## config.mk

```make
export PLATFORM = sky130hd
export DESIGN_NAME = pattern_sequencer
export DESIGN_NICKNAME = d
export VERILOG_FILES = /design/src/rtl/pattern_sequencer_pkg.sv /design/src/rtl/frame_dwell_timer.sv /design/src/rtl/pattern_sequencer.sv
export SDC_FILE = /design/constraint.sdc
export NUM_CORES = 1
export LEC_CHECK = 0
export CORE_ASPECT_RATIO = 0.9
export CORE_MARGIN = 2
export CORE_UTILIZATION = 45
export DETAILED_ROUTE_END_ITERATION = 6
export GPL_TIMING_DRIVEN = 1
export PLACE_DENSITY = 0.7
export SYNTH_ARGS = -nofsm -noshare
export SYNTH_HDL_FRONTEND = slang
export SYNTH_SLANG_ARGS = --single-unit
```

## constraint.sdc

```tcl
create_clock -name clk -period 2.5 [get_ports clk]
set_input_delay 0.25 -clock clk [delete_from_list [all_inputs] [get_ports clk]]
set_output_delay 0.25 -clock clk [all_outputs]
set_load 0.05 [all_outputs]
```

## src/rtl/pattern_sequencer_pkg.sv

```systemverilog
// pattern_pkg: shared state encoding and constants for pattern_sequencer and its dwell timer.
package pattern_pkg;

    typedef enum logic [1:0] {
        SHOW     = 2'd0,
        FADE_OUT = 2'd1,
        SWAP     = 2'd2,
        FADE_IN  = 2'd3
    } seq_state_t;

    localparam int         STEP_W      = 3;
    localparam logic [2:0] SPEED_RESET = 3'd4;
    localparam logic [1:0] DIM_MAX     = 2'd3;

    // Saturating 3-bit speed update; simultaneous up and down cancel.
    function automatic logic [STEP_W-1:0] next_speed(input logic [STEP_W-1:0] s, input logic up, input logic dn);
        return (up && !dn && s != 3'd7) ? s + 3'd1 :
               (dn && !up && s != 3'd0) ? s - 3'd1 : s;
    endfunction

endpackage

```

## src/rtl/frame_dwell_timer.sv

```systemverilog
// frame_dwell_timer: counts enabled frame ticks and pulses expire on the DWELL_FRAMES-th one.
module frame_dwell_timer #(
    parameter int DWELL_FRAMES = 600
) (
    input  logic clk,
    input  logic rst,
    input  logic tick,
    input  logic enable,
    input  logic clear,
    output logic expire
);
    localparam int W = $clog2(DWELL_FRAMES);

    logic [W-1:0] r_count;
    logic         w_hit;

    assign w_hit  = r_count == W'(DWELL_FRAMES - 1);
    assign expire = tick && enable && w_hit;

    always_ff @(posedge clk or posedge rst) begin
        if (rst)
            r_count <= '0;
        else if (clear)
            r_count <= '0;
        else if (tick && enable)
            r_count <= w_hit ? '0 : r_count + W'(1);
    end

endmodule

```

## src/rtl/pattern_sequencer.sv

```systemverilog
// pattern_sequencer: pattern select, per-frame advance/step size and fade-out/swap/fade-in on change.
// Define AUTO_CYCLE_EN to add dwell-based automatic pattern advance.
module pattern_sequencer
    import pattern_pkg::*;
#(
    parameter int NUM_PATTERNS = 4,
    parameter int DWELL_FRAMES = 600
) (
    input  logic              clk,
    input  logic              rst,
    input  logic              frame_tick,
    input  logic              btn_next,
    input  logic              speed_up,
    input  logic              speed_down,
    input  logic              pause,
    output logic              next_frame,
    output logic [STEP_W-1:0] step_size,
    output logic [2:0]        pattern_sel,
    output logic [1:0]        dim,
    output logic              busy
);
    localparam logic [2:0] LAST_PAT = 3'(NUM_PATTERNS - 1);

    if (NUM_PATTERNS < 2 || NUM_PATTERNS > 8 || DWELL_FRAMES < 2) begin : g_bad_cfg
        $error("pattern_sequencer: NUM_PATTERNS must be 2..8 and DWELL_FRAMES >= 2");
    end

    seq_state_t        r_state;
    logic [STEP_W-1:0] r_speed;
    logic              r_btn_prev;
    logic              w_auto;
    logic              w_req;

`ifdef AUTO_CYCLE_EN
    frame_dwell_timer #(.DWELL_FRAMES(DWELL_FRAMES)) u_dwell (
        .clk    (clk),
        .rst    (rst),
        .tick   (frame_tick),
        .enable (r_state == SHOW && !pause),
        .clear  (r_state != SHOW),
        .expire (w_auto)
    );
`else
    assign w_auto = 1'b0;
`endif

    assign w_req = (btn_next && !r_btn_prev) || w_auto;

    always_ff @(posedge clk or posedge rst) begin
        if (rst)
            r_speed <= SPEED_RESET;
        else
            r_speed <= next_speed(r_speed, speed_up, speed_down);
    end

    // Requests outside SHOW fall through the case and are dropped.
    always_ff @(posedge clk or posedge rst) begin
        if (rst) begin
            r_state     <= SHOW;
            r_btn_prev  <= 1'b0;
            next_frame  <= 1'b0;
            step_size   <= SPEED_RESET;
            pattern_sel <= 3'd0;
            dim         <= 2'd0;
            busy        <= 1'b0;
        end else begin
            r_btn_prev <= btn_next;
            next_frame <= frame_tick && !pause;
            if (frame_tick)
                step_size <= r_speed;
            case (r_state)
                SHOW: begin
                    if (w_req) begin
                        r_state <= FADE_OUT;
                        busy    <= 1'b1;
                    end
                end
                FADE_OUT: begin
                    if (frame_tick) begin
                        if (dim == DIM_MAX)
                            r_state <= SWAP;
                        else
                            dim <= dim + 2'd1;
                    end
                end
                SWAP: begin
                    pattern_sel <= (pattern_sel == LAST_PAT) ? 3'd0 : pattern_sel + 3'd1;
                    r_state     <= FADE_IN;
                end
                FADE_IN: begin
                    if (frame_tick) begin
                        dim <= dim - 2'd1;
                        if (dim == 2'd1) begin
                            r_state <= SHOW;
                            busy    <= 1'b0;
                        end
                    end
                end
                default: r_state <= SHOW;
            endcase
        end
    end

endmodule

```

### Cells coloured by class

(10 px per micron)
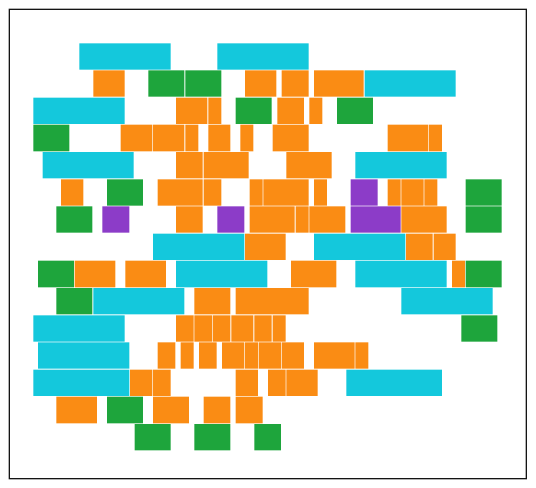
green -> remaining buffers and delay cells  # cells 17, share of their area 15%
purple -> clock drivers and dummy loads  # cells 4, share of their area 3.3%
orange -> remaining logic cells  # cells 66, share of their area 45%
cyan -> registers  # cells 16, share of their area 36%

### The clock network

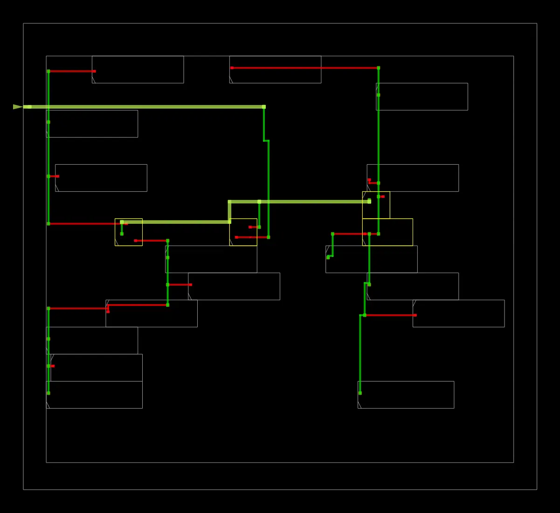
flop count: 16
Final Skew: 1.15 ps
clk sinks: 16
CTS Buf Count: 3

==> flow_metrics.tcl <==
# flow metrics
set metrics [dict create \
    cts_tree "built" \
    grt_use_met1_pct 20.5 \
    setup_tns_ps 0 \
    use_met3_pct 6.69 \
    drcViolationCount 0 \
    htreeDepth 1 \
    synth_cell_type_count 36 \
    setup_viol 0 \
    ys_area_sq_um 916 \
    die_y_microns 46.8 \
    critPathKind "input port to register" \
    fp_util_pct 47.8 \
    rows 15 \
    cp_max_fo 7 \
    seq_power_share_pct 32.5 \
    antenna_found_initial 0 \
    netlist.area_leader.share_pct 38.3 \
    tightest_slew_ps 585 \
    clock_path_buffers 2 \
    cts_hold_buf 0 \
    detail_route.wl_per_cell_microns 12.5 \
    ctsResizeCount 0 \
    synthTopCellsByArea "dfrtp_1 38%, ha_1 9.6%, dfstp_2 5.7%, mux2_2 4.9%, inv_1 3.7%" \
    gp_congestion 0.767 \
    wl_met1_microns 776 \
    core-area_sq_um 1910 \
    ios 17 \
    final_cell_area_sq_um 1140 \
    min_path_type "input port to async pin" \
    period_minus_slack_ps 2110 \
    cp-start-kind "input port" \
    floorplan.die_area_sq_um 2410 \
    wl_mm 1.60 \
    maxSlewViolCount 0 \
    crit_end "r_speed[2]" \
    p_leak_nw 0.505 \
    worstPathRequired_ps 2720 \
    first_global_vias 608 \
    warnings 30 \
    async_reset_ff_share_pct 100 \
    avgSynthCellArea_sq_um 10.9 \
    cp-end-kind "register" \
    firstDrtPassIters 4 \
    synth-seq-cells 16 \
    port_buffers 16 \
    synth_area_sq_um 916 \
    timing.rr.start "r_speed[0]" \
    rsz0062_at_grt "false" \
    ys.flop_type "dfrtp_1" \
    edf_count 0 \
    wl_met2_microns 745 \
    p_int_mw 0.852 \
    drt_iter0_markers 5 \
    grt_pass1_wl_mm 2.71 \
    max_clock_freq_mhz 474 \
    rr_endpoint "r_speed[2]" \
    clockRootBuffer "clkbuf_4" \
    areaGrowthSynthToFinish_pct 24.0 \
    drive_gt1_share_pct 14.6 \
    ant_nets 0 \
    top_layer_used "met3" \
    power_density_nw_per_um2 1370 \
    dr_wl_met3_microns 79 \
    status "complete, no violations" \
    via_per_inst 5.24 \
    ir_drop_mv 0.728 \
    common_cells "14 x dfrtp_1, 9 x inv_1, 7 x ha_1" \
    vias 671 \
    die_w_microns 51.6 \
    placed_area_sq_um 1100 \
    yosysTopAreaCell "dfrtp_1" \
    r2r_cells 6 \
    grt_use_total_pct 16.0 \
    p_switching_mw 0.704 \
    clk_pin_slew_worst_paths_ps 90 \
    relSlewSlack_pct 61.0 \
    grt-busiest-layer "met2" \
    seq_area_frac_synth_pct 44.0 \
    p_total_mw 1.56 \
    cp-startpoint "speed_down" \
    diodes 0 \
    clockPowerShare_pct 10.6 \
    ys_cells 84 \
    fin_util_pct 59.3 \
    syn_inst 84 \
    arrival_ps 2330 \
    maxCapViolCount 0 \
    gr-usage-met2_pct 25.4 \
    grt_max_degree 17 \
    layout.cells.non_filler 128 \
    period_used_pct 84.5 \
    cts_setup_buffers 0 \
    ys_warn_count 0 \
    p_comb_share_pct 56.9 \
    clk_latency_ps 280 \
    r2r_slack_ps 670 \
    placed_cells 124 \
    place_hpwl_mm 1.21 \
    overflow 0 \
    hold_violations 0 \
    p_sw_share_pct 45.2 \
    yosys.cell_count.top_type "dfrtp_1" \
    nNetsFinal 119 \
    fp_nets 99 \
]
### Sizing map

(6 px per micron)
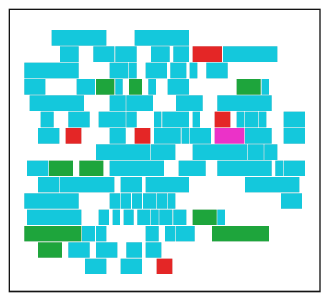
cyan -> x1 and smaller  # cells 88, share 85%, most used clkdlybuf4s50_1
red -> x3 and x4  # cells 5, share 4.9%, most used clkbuf_4
green -> x2  # cells 9, share 8.7%, most used mux2_2
magenta -> x6 and larger  # cells 1, share 0.97%, most used clkbuf_8

### Metal 3

(8 px per micron)
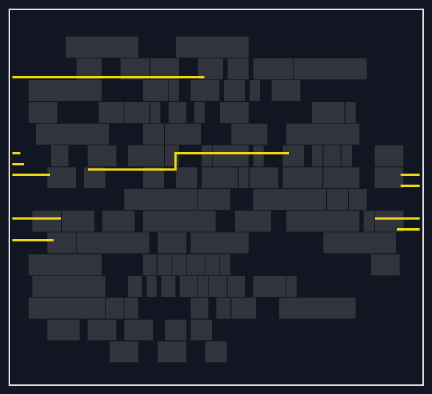
main direction = horizontal
longest straight run = 23.7 microns
nets with wire on the layer = 11
share of all routed wire = 5.0%
wire length on this layer = 79.3 microns

[critical path: stages]
cell	delay, ps
clkdlybuf4s50_1	500
nor2b_1	370
nand2_1	120
fa_1	450
nor3b_1	290
a31oi_1	70
o221a_2	270
[power by group through the flow]
stage / Sequential (mW) / Clock, mW / Combinational, mW
floorplan: 0.697 / 0 / 0.457
global placement: 0.505 / 0 / 0.866
detailed placement: 0.508 / 0 / 0.889
CTS: 0.504 / 0.174 / 0.895
global route: 0.525 / 0.189 / 0.973
finish: 0.506 / 0.165 / 0.885
[cell usage in the layout, fill, tap and decap left out, types with 3 or more instances in the layout]
cell,count
o21ai_0,3
inv_1,9
dfrtp_1,14
nor3_1,3
clkbuf_4,3
mux2_2,4
clkdlybuf4s50_1,16
ha_1,7
nor2b_1,5
nand2_1,4
[area by class of cell]
type | instances | area [sq um]
tap | 25 | 31.3
sequential | 16 | 403
clock buffer | 4 | 36.3
multi-input combinational | 57 | 464
timing repair buffer | 17 | 168
inverter | 9 | 33.8
fill | 165 | 778
[metrics by stage]
stage	worst slack (ps)	hold slack, ps
floorplan	649	162
global placement	202	494
finish	388	327
global route	212	385
CTS	424	349
detailed placement	120	499
[sequential cells by signal, summed over array words and instances, names as in the netlist]
register     count
next_frame       1
pattern_sel      3
r_speed          3
r_state          2
step_size        3
busy             1
dim              2
r_btn_prev       1
[cells by family (layout without fill, tap and decap cells)]
family	count (synthesis)	after routing	share of synthesized area (%)
AND-OR/OR-AND	21	21	17.2
XOR/XNOR	1	1	0.956
adder cells (fa/ha/maj)	8	8	11.7
buffers and inverters	11	30	5.33
flip-flops	16	16	44.0
multiplexers	6	6	7.24
AND/OR/NAND/NOR	21	21	13.5
